$ cat src/rtl/fifo_read_ctrl.sv
// Read-domain pointer and flag controller of the async FIFO.
// Every output is a flop; flags and level are computed from the next read pointer.
module fifo_read_ctrl #(
    parameter int unsigned DEPTH     = 8,
    parameter int unsigned AE_THRESH = 2,
    localparam int unsigned W        = $clog2(DEPTH)
) (
    input  logic         clk_out,
    input  logic         rst_n,
    input  logic         rd_en,
    input  logic         clr_underflow,
    input  logic [W:0]   wptr_gray_sync,
    output logic [W:0]   rptr_gray,
    output logic [W-1:0] rd_addr,
    output logic         rd_empty,
    output logic         rd_almost_empty,
    output logic [W:0]   rd_level,
    output logic         rd_valid,
    output logic         rd_underflow
);

    logic [W:0] rbin_q, rbin_d;
    logic [W:0] rptr_gray_q, rptr_gray_d;
    logic [W:0] rd_level_q, rd_level_d;
    logic       rd_empty_q, rd_empty_d;
    logic       rd_ae_q, rd_ae_d;
    logic       rd_valid_q, rd_valid_d;
    logic       rd_underflow_q, rd_underflow_d;
    logic       rd_fire;
    logic [W:0] wbin;

    always_comb begin
        rd_fire = rd_en & ~rd_empty_q;
        rbin_d  = rbin_q + (W+1)'(rd_fire);
        rptr_gray_d = rbin_d ^ (rbin_d >> 1);

        // Gray-to-binary: each binary bit is the XOR of all Gray bits at or above it.
        wbin = '0;
        for (int i = 0; i <= W; i++) begin
            wbin[i] = ^(wptr_gray_sync >> i);
        end

        rd_level_d     = wbin - rbin_d;
        rd_empty_d     = (rptr_gray_d == wptr_gray_sync);
        rd_ae_d        = (32'(rd_level_d) <= AE_THRESH);
        rd_valid_d     = rd_fire;
        rd_underflow_d = (rd_en & rd_empty_q) | (rd_underflow_q & ~clr_underflow);
    end

    always_ff @(posedge clk_out or negedge rst_n) begin
        if (!rst_n) begin
            rbin_q         <= '0;
            rptr_gray_q    <= '0;
            rd_level_q     <= '0;
            rd_empty_q     <= 1'b1;
            rd_ae_q        <= 1'b1;
            rd_valid_q     <= 1'b0;
            rd_underflow_q <= 1'b0;
        end else begin
            rbin_q         <= rbin_d;
            rptr_gray_q    <= rptr_gray_d;
            rd_level_q     <= rd_level_d;
            rd_empty_q     <= rd_empty_d;
            rd_ae_q        <= rd_ae_d;
            rd_valid_q     <= rd_valid_d;
            rd_underflow_q <= rd_underflow_d;
        end
    end

    assign rptr_gray       = rptr_gray_q;
    assign rd_addr         = rbin_q[W-1:0];
    assign rd_empty        = rd_empty_q;
    assign rd_almost_empty = rd_ae_q;
    assign rd_level        = rd_level_q;
    assign rd_valid        = rd_valid_q;
    assign rd_underflow    = rd_underflow_q;

endmodule

$ cat config.mk
export PLATFORM = sky130hd
export DESIGN_NAME = fifo_read_ctrl
export DESIGN_NICKNAME = d
export VERILOG_FILES = /design/src/rtl/fifo_read_ctrl.sv
export SDC_FILE = /design/constraint.sdc
export NUM_CORES = 1
export LEC_CHECK = 0
export CORE_MARGIN = 1
export CORE_UTILIZATION = 35
export CTS_BUF_LIST = sky130_fd_sc_hd__clkbuf_16
export DETAILED_ROUTE_END_ITERATION = 8
export PLACE_DENSITY = 0.73
export SETUP_SLACK_MARGIN = 0.1
export SYNTH_ARGS = -nofsm -noshare
export SYNTH_HDL_FRONTEND = slang
export SYNTH_SLANG_ARGS = --single-unit
$ cat constraint.sdc
create_clock -name clk_out -period 3.5 [get_ports clk_out]
set_clock_uncertainty 0.05 [all_clocks]
set_input_delay 0.7 -clock clk_out [delete_from_list [all_inputs] [get_ports clk_out]]
set_output_delay 0.7 -clock clk_out [all_outputs]
set_load 0.03 [all_outputs]
congestion.png
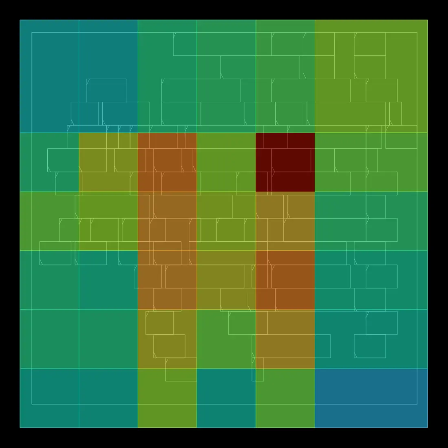
wire length per cell after detailed routing: 12.05 um
post-route core utilization: 54.02%
routing usage on met2: 23.51%
met1 global-route usage: 15.24%
routing layer with the top usage in global route: met2

logic_types.png
The bar under the picture is 10 um long.
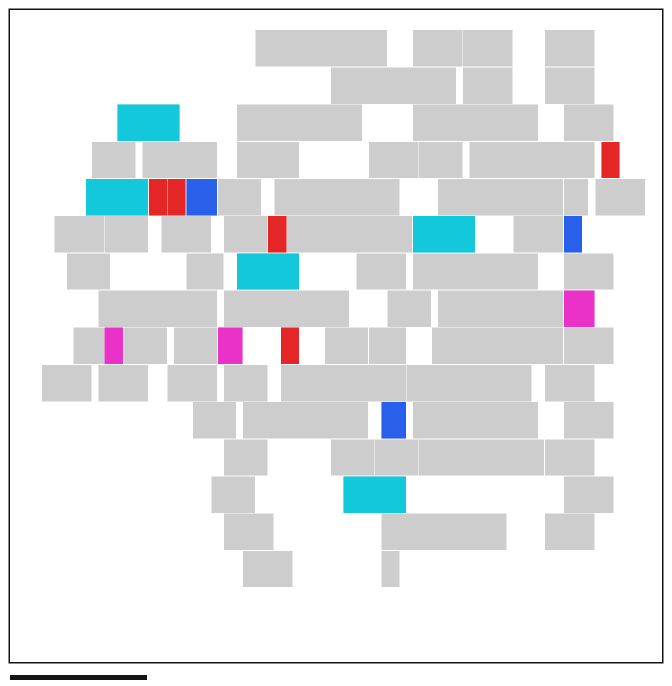
| color | family | cells |
|---|---|---|
| blue | NAND gates | 3 |
| red | inverters | 5 |
| magenta | NOR gates | 3 |
| cyan | adder and majority cells | 5 |

-- worst max-delay path: stages --
cell and delay (ns):
sky130_fd_sc_hd__clkdlybuf4s50_1 0.47, sky130_fd_sc_hd__nor2b_1 0.19, sky130_fd_sc_hd__ha_1 0.24, sky130_fd_sc_hd__ha_1 0.22
sky130_fd_sc_hd__xnor2_1 0.21, sky130_fd_sc_hd__ha_1 0.32, sky130_fd_sc_hd__a21bo_2 0.21, sky130_fd_sc_hd__o221ai_2 0.10
sky130_fd_sc_hd__xnor2_1 0.17, sky130_fd_sc_hd__a211oi_2 0.21
-- flip-flops by register name, summed over array words and instances (netlist names) --
register         flops
rptr_gray            3
rd_almost_empty      1
rbin_q               4
rd_empty             1
rd_valid             1
rd_level             4
rd_underflow         1
==> summary.txt <==
Flow results.

- The flow ran to the end, and the final reports show no timing, DRC or antenna violations.
- The critical path is of the input port to flip-flop type.
- The initial core utilization is 37.24%.
- The power in sequential cells is 0.304 mW.
- The most common logic cell in the routed design is sky130_fd_sc_hd__clkdlybuf4s50_1.
- Looking at the post-CTS report, the setup buffer insertion count equals 0.
- The initialized floorplan defines 16 standard-cell rows.
- Including well taps, the total number of placed cells is 105.
- The portion of the clock cycle consumed by the worst path in the final layout is 83.63%.
- The repair_antennas step left the layout with diodes totalling 0.
- The kind of end point of the critical path is a flip-flop.
- The post-placement cell area is 980.9 sq um.
- Cells with a size suffix above 1 make up 10.98% of the layout.
- The share of the synthesized area in the top cell type is 44.52%.
- The final max-slew violation count is 0.
- The area recorded from the Yosys report for this design is 730.7 sq um.
- The post-layout instance area is 1060 sq um.
- Counting the warning lines in the Yosys log gives 0.
- The clock group total power is about 0.21 mW.
- Across the VDD grid, the largest voltage drop is 0.6119 mV.
- Fill cells in the final layout number ~180.
- Of the combinational cells, the family taking the most area is XOR/XNOR gates.
- The OpenROAD report gives the critical path a data arrival time of slightly above 3 ns.
No activity file was given, so power comes from the tool's default toggle rates.
